==> src/rtl/bp_peak_detector.sv <==
// Peak detector for the digitised band-pass filter output.
// Tracks max/min over a window and hands out max, min, pk-pk and clip.
module bp_peak_detector #(
    parameter int DATA_W = 12,
    parameter int WIN_W  = 16
) (
    input  logic              clk,
    input  logic              rst,
    input  logic              start,
    input  logic [WIN_W-1:0]  win_len,
    input  logic              sample_valid,
    input  logic [DATA_W-1:0] sample,
    output logic              busy,
    output logic              result_valid,
    input  logic              result_ready,
    output logic [DATA_W-1:0] pk_max,
    output logic [DATA_W-1:0] pk_min,
    output logic [DATA_W:0]   pk2pk,
    output logic              clip
);

    typedef enum logic [1:0] {
        S_IDLE,
        S_ACQ,
        S_HOLD
    } state_e;

    localparam logic [DATA_W-1:0] POS_FS = {1'b0, {(DATA_W-1){1'b1}}};
    localparam logic [DATA_W-1:0] NEG_FS = {1'b1, {(DATA_W-1){1'b0}}};

    state_e             state_q, state_d;
    logic [WIN_W-1:0]   len_q, len_d;
    logic [WIN_W-1:0]   cnt_q, cnt_d;
    logic               first_q, first_d;
    logic [DATA_W-1:0]  max_q, max_d;
    logic [DATA_W-1:0]  min_q, min_d;
    logic               hit_q, hit_d;
    logic [DATA_W-1:0]  pk_max_q, pk_max_d;
    logic [DATA_W-1:0]  pk_min_q, pk_min_d;
    logic [DATA_W:0]    pk2pk_q, pk2pk_d;
    logic               clip_q, clip_d;

    logic [DATA_W-1:0]  run_max;
    logic [DATA_W-1:0]  run_min;
    logic               is_fs;

    // State and datapath registers; reset aborts any measurement.
    always_ff @(posedge clk or posedge rst) begin
        if (rst) begin
            state_q  <= S_IDLE;
            len_q    <= '0;
            cnt_q    <= '0;
            first_q  <= 1'b0;
            max_q    <= '0;
            min_q    <= '0;
            hit_q    <= 1'b0;
            pk_max_q <= '0;
            pk_min_q <= '0;
            pk2pk_q  <= '0;
            clip_q   <= 1'b0;
        end else begin
            state_q  <= state_d;
            len_q    <= len_d;
            cnt_q    <= cnt_d;
            first_q  <= first_d;
            max_q    <= max_d;
            min_q    <= min_d;
            hit_q    <= hit_d;
            pk_max_q <= pk_max_d;
            pk_min_q <= pk_min_d;
            pk2pk_q  <= pk2pk_d;
            clip_q   <= clip_d;
        end
    end

    // Next-state logic: window control, running extremes, result capture.
    always_comb begin
        state_d  = state_q;
        len_d    = len_q;
        cnt_d    = cnt_q;
        first_d  = first_q;
        max_d    = max_q;
        min_d    = min_q;
        hit_d    = hit_q;
        pk_max_d = pk_max_q;
        pk_min_d = pk_min_q;
        pk2pk_d  = pk2pk_q;
        clip_d   = clip_q;

        run_max = sample;
        run_min = sample;
        if (!first_q) begin
            if ($signed(max_q) > $signed(sample)) run_max = max_q;
            if ($signed(min_q) < $signed(sample)) run_min = min_q;
        end
        is_fs = (sample == POS_FS) || (sample == NEG_FS);

        unique case (state_q)
            S_IDLE: begin
                if (start) begin
                    len_d   = (win_len == '0) ? WIN_W'(1) : win_len;
                    cnt_d   = '0;
                    hit_d   = 1'b0;
                    first_d = 1'b1;
                    state_d = S_ACQ;
                end
            end
            S_ACQ: begin
                if (sample_valid) begin
                    max_d   = run_max;
                    min_d   = run_min;
                    hit_d   = hit_q | is_fs;
                    cnt_d   = cnt_q + WIN_W'(1);
                    first_d = 1'b0;
                    if (cnt_q == len_q - WIN_W'(1)) begin
                        state_d  = S_HOLD;
                        pk_max_d = run_max;
                        pk_min_d = run_min;
                        pk2pk_d  = {run_max[DATA_W-1], run_max}
                                 - {run_min[DATA_W-1], run_min};
                        clip_d   = hit_q | is_fs;
                    end
                end
            end
            S_HOLD: begin
                if (result_ready) state_d = S_IDLE;
            end
            default: state_d = S_IDLE;
        endcase
    end

    assign busy         = (state_q != S_IDLE);
    assign result_valid = (state_q == S_HOLD);
    assign pk_max       = pk_max_q;
    assign pk_min       = pk_min_q;
    assign pk2pk        = pk2pk_q;
    assign clip         = clip_q;

endmodule

==> config.mk <==
export PLATFORM = sky130hd
export DESIGN_NAME = bp_peak_detector
export DESIGN_NICKNAME = d
export VERILOG_FILES = /design/src/rtl/bp_peak_detector.sv
export SDC_FILE = /design/constraint.sdc
export NUM_CORES = 1
export LEC_CHECK = 0
export CORE_MARGIN = 5
export CORE_UTILIZATION = 45
export DETAILED_ROUTE_END_ITERATION = 8
export PLACE_DENSITY = 0.65
export SLEW_MARGIN = 20
export SYNTH_ARGS = -nofsm -noshare
export SYNTH_HDL_FRONTEND = slang
export SYNTH_SLANG_ARGS = --single-unit
==> constraint.sdc <==
create_clock -name clk -period 7.7 [get_ports clk]
set_input_delay 1.155 -clock clk [delete_from_list [all_inputs] [get_ports clk]]
set_output_delay 1.155 -clock clk [all_outputs]
set_load 0.01 [all_outputs]
==> impl_metrics.tcl, run 1 <==
# flow metrics
set metrics [dict create \
    post_cts_buffers 0 \
    crit_arrival_ns 6.44 \
    edf_count 0 \
    ff_type "dfrtp_1" \
    syn_area_um2 6180 \
    hpwl_um 12500 \
    hold_class "reg -> reg" \
    critical_path_class "in -> reg" \
    r2r_cells 20 \
    highest_layer "met4" \
    chip_area_um2 16200 \
    worstHoldEndpoint "pk_max[4]$_DFFE_PP0P_" \
    dp_cells 935 \
    warnings 26 \
    clock_buffers 10 \
    nNetsFinal 837 \
    p_per_area_nw_per_um2 411 \
    diodes 0 \
    grt-busiest-layer "met2" \
    outcome "complete, no violations" \
    common_cells "136 x nand2_1, 98 x dfrtp_1, 62 x o21ai_0" \
    power.group.top "combinational logic" \
    comb_area_um2 3450 \
    core_area_um2 13300 \
    drc 0 \
    antenna_found_initial 0 \
    seq-power_w 0.000815 \
    combinationalPowerShare 0.579 \
    crit_start "sample[3]" \
    rows 42 \
    finalHoldViolations 0 \
]
## run 1: cells by family after synthesis
| group | after synthesis | synth area share |
|---|---|---|
| AOI/OAI and AO/OA | 181 | 0.200 |
| xor gates and xnor gates | 41 | 0.0581 |
| and+or+nand+nor | 280 | 0.210 |
| buffers and inverters | 63 | 0.0454 |
| muxes | 10 | 0.0180 |
| DFF | 98 | 0.397 |
| adders and majority gates | 35 | 0.0717 |
## run 1: per-stage QoR
step / setup slack [ns] / area, µm² / util / power, W / hold slack, ns
4_1_cts: 1.48 / 7320 / 0.548 / 0.00303 / 0.485
5_1_grt: 1.12 / 7320 / 0.548 / 0.00324 / 0.498
2_1_floorplan: 2.01 / 6180 / - / 0.00208 / 0.450
3_3_place_gp: 1.22 / 7030 / 0.526 / 0.00252 / 0.465
3_5_place_dp: 1.16 / 7030 / 0.526 / 0.00256 / 0.469
6_report: 1.46 / 7320 / 0.548 / 0.00301 / 0.478
## run 1: worst reg2reg max path, cell delays in order, from the launching register on
cell      delay (ns)
dfrtp_1         0.41
ha_1            0.45
and4_4          0.31
a31oi_4         0.11
a211oi_1        0.46
a311o_1         0.52
nor2_1          0.07
a21oi_1         0.22
ha_1            0.23
fa_1            0.21
inv_1           0.05
a21oi_1         0.27
nand2_1         0.08
mux2_1          0.29
nand4_1         0.11
a211oi_2        0.07
a221oi_2        0.35
o21ai_2         0.13
a311o_1         0.37
xnor2_1         0.15
o21ai_1         0.07
## run 1: cells in the final DEF (no fill, tap or decap), types with 8 or more instances in the layout
cell and n:
a21oi_1 35, and3_1 8, clkbuf_16 9, clkdlybuf4s50_1 72
dfrtp_1 98, ha_1 33, inv_1 34, nand2_1 136
nand3_1 10, nand4_1 12, nor2_1 56, nor3_1 8
o21ai_0 62, o21ai_1 19, xnor2_1 15, xor2_1 26
### Metal 3, run 1

Cells faint in the background.
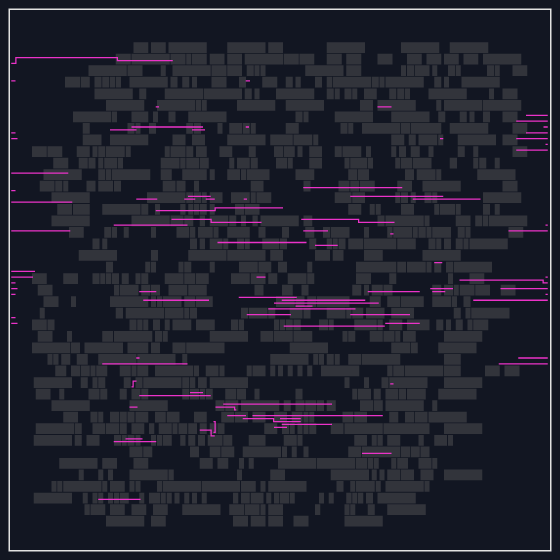
- nets with wire on the layer: 75
- wire length on this layer: 791 µm
- share of all routed wire: 4.9%
via count: 5301
met3 Usage GRT: 0.0284
Post-Route WL: 16300 µm

### Gate families picked out, run 1

Bar = 50 µm.
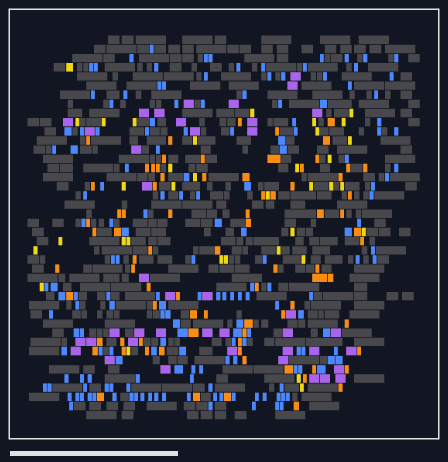
- purple: xor and xnor cells (cells 41; most used xor2_1)
- blue: nand cells (cells 169; most used nand2_1; where widely spread)
- orange: nor cells (cells 80; most used nor2_1)
- yellow: inv cells (cells 35; most used inv_1)
non-filler cells, final: 950
Comb/total area: 0.471
Commonest Layout Cell: nand2_1

### Cell sizes after repair, run 1

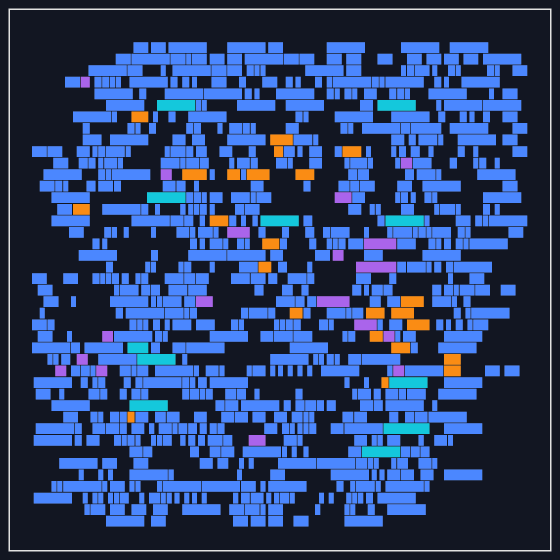
- orange: x2 (cells 23; share 3.0%)
- purple: x3 and x4 (cells 18; share 2.3%; most used buf_4)
- blue: x1 and smaller (cells 722; share 93%; most used nand2_1)
- cyan: x6 and larger (cells 11; share 1.4%; most used clkbuf_16)

==> run 1 -> run 2 <==
- clock period: 7.7 -> 6.3 ns (I/O delays scaled with it)
### Metal 3, run 2

Cells faint in the background.
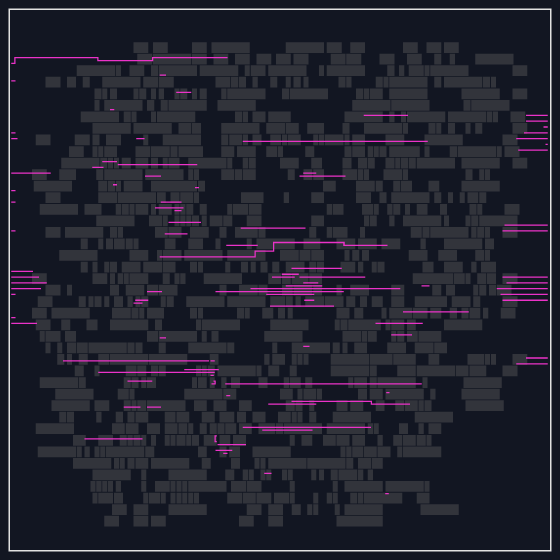
- share of all routed wire: 5.0%
- nets with wire on the layer: 78
- wire length on this layer: 842 µm
- main direction: horizontal

==> run 2 against run 1 <==
Net effect: wire length increased by 2.4%; global-route usage grew 0.81 points; final area is 1.3% higher; critical path depth decreased by 1; power is 25% higher; first-iteration DRC count decreased by 4.4%; die area stayed put; worst setup slack lost 1.1 ns; clock skew fell by 0.0034 ns; final cell count rose by 1.2%; largest cell class unchanged.
==> impl_metrics.tcl, run 2 <==
# flow metrics
set metrics [dict create \
    ff_type "dfrtp_1" \
    fin_total_pwr_w 0.00377 \
    critical_path_class "in -> reg" \
    r2r_cells 20 \
    drtPass1Iterations 5 \
    worst_pin_slew_ns 0.946 \
    crit_arrival_ns 6.10 \
    vias 5447 \
    drt-total-wl_um 16700 \
    p_per_area_nw_per_um2 509 \
    htreeDepth 3 \
    finalClockPeriodUsage 0.936 \
    core_area_um2 13300 \
    grt_max_degree 59 \
    hpwl_um 12800 \
    post_cts_buffers 0 \
    chip_area_um2 16200 \
    fin_util 0.556 \
    edf_count 0 \
    antenna_found_initial 0 \
    nNetsFinal 848 \
    ir_worst_vdd_mv 0.213 \
    drc 0 \
    yosysSeqAreaShare 0.397 \
    diodes 0 \
    crit_start "sample[3]" \
    rows 42 \
    warnings 26 \
    mostFrequentLayoutCell "nand2_1" \
    finalInstanceArea_um2 7420 \
    hold_class "reg -> reg" \
    outcome "complete, no violations" \
    worstHoldEndpoint "pk_max[1]$_DFFE_PP0P_" \
    vias_per_cell 5.67 \
    lay_top_cells "136 x nand2_1, 98 x dfrtp_1, 72 x clkdlybuf4s50_1" \
    clockRootBuffer "clkbuf_16" \
    syn_area_um2 6180 \
    common_cells "136 x nand2_1, 98 x dfrtp_1, 62 x o21ai_0" \
    max_clock_freq_mhz 170 \
    period_minus_slack_ns 5.90 \
    cp_max_fo 7 \
    slew_violations 0 \
    finalHoldViolations 0 \
]
## run 2: cell families (layout without fill, tap and decap cells)
logic type,Yosys count,after routing,synth area share
multiplexers,10,10,0.0180
adder cells (fa/ha/maj),35,35,0.0717
flip-flops,98,98,0.397
AND/OR/NAND/NOR,280,280,0.210
buffers and inverters,63,140,0.0454
XOR/XNOR,41,41,0.0581
AND-OR/OR-AND,181,181,0.200
## run 2: stage by stage
stage | cells | setup WS (ns) | hold slack, ns
global placement | 946 | 0.209 | 0.464
finish | 961 | 0.404 | 0.481
detailed placement | 946 | 0.134 | 0.473
floorplan | 708 | 0.821 | 0.450
global route | 961 | 0.141 | 0.511
CTS | 961 | 0.484 | 0.488
## run 2: worst max-delay path, delay by kind of cell
kind | cells | cell delay (ns)
mux | 1 | 0.30
xor+xnor | 1 | 0.17
buf+inv | 3 | 0.90
compound gates | 10 | 2.54
fa+ha+maj | 3 | 0.81
simple gates | 4 | 0.42
## run 2: layer usage
metal | global-route usage | wire (µm)
met1 | 0.308 | 8090
met2 | 0.328 | 7400
met3 | 0.0292 | 841
met4 | 0.0795 | 366
met5 | 0 | 0
## run 2: final cells by class
type | instances | area [µm²]
clock buffers | 9 | 225
well taps | 176 | 220
flip-flops and latches | 98 | 2450
inverters | 35 | 134
multi-input cells | 547 | 3450
clock inverters | 6 | 82.6
fillers | 1265 | 5930
repair buffers | 90 | 856
## run 2: power breakdown
group          leakage [nW]  internal (W)  switching [W]
Clock                 0.151      0.000343       0.000235
Combinational          1.92      0.000926        0.00127
Sequential             1.30      0.000803       0.000194
Total                  3.36       0.00207        0.00170
Power is estimated from default activity; no workload was simulated.
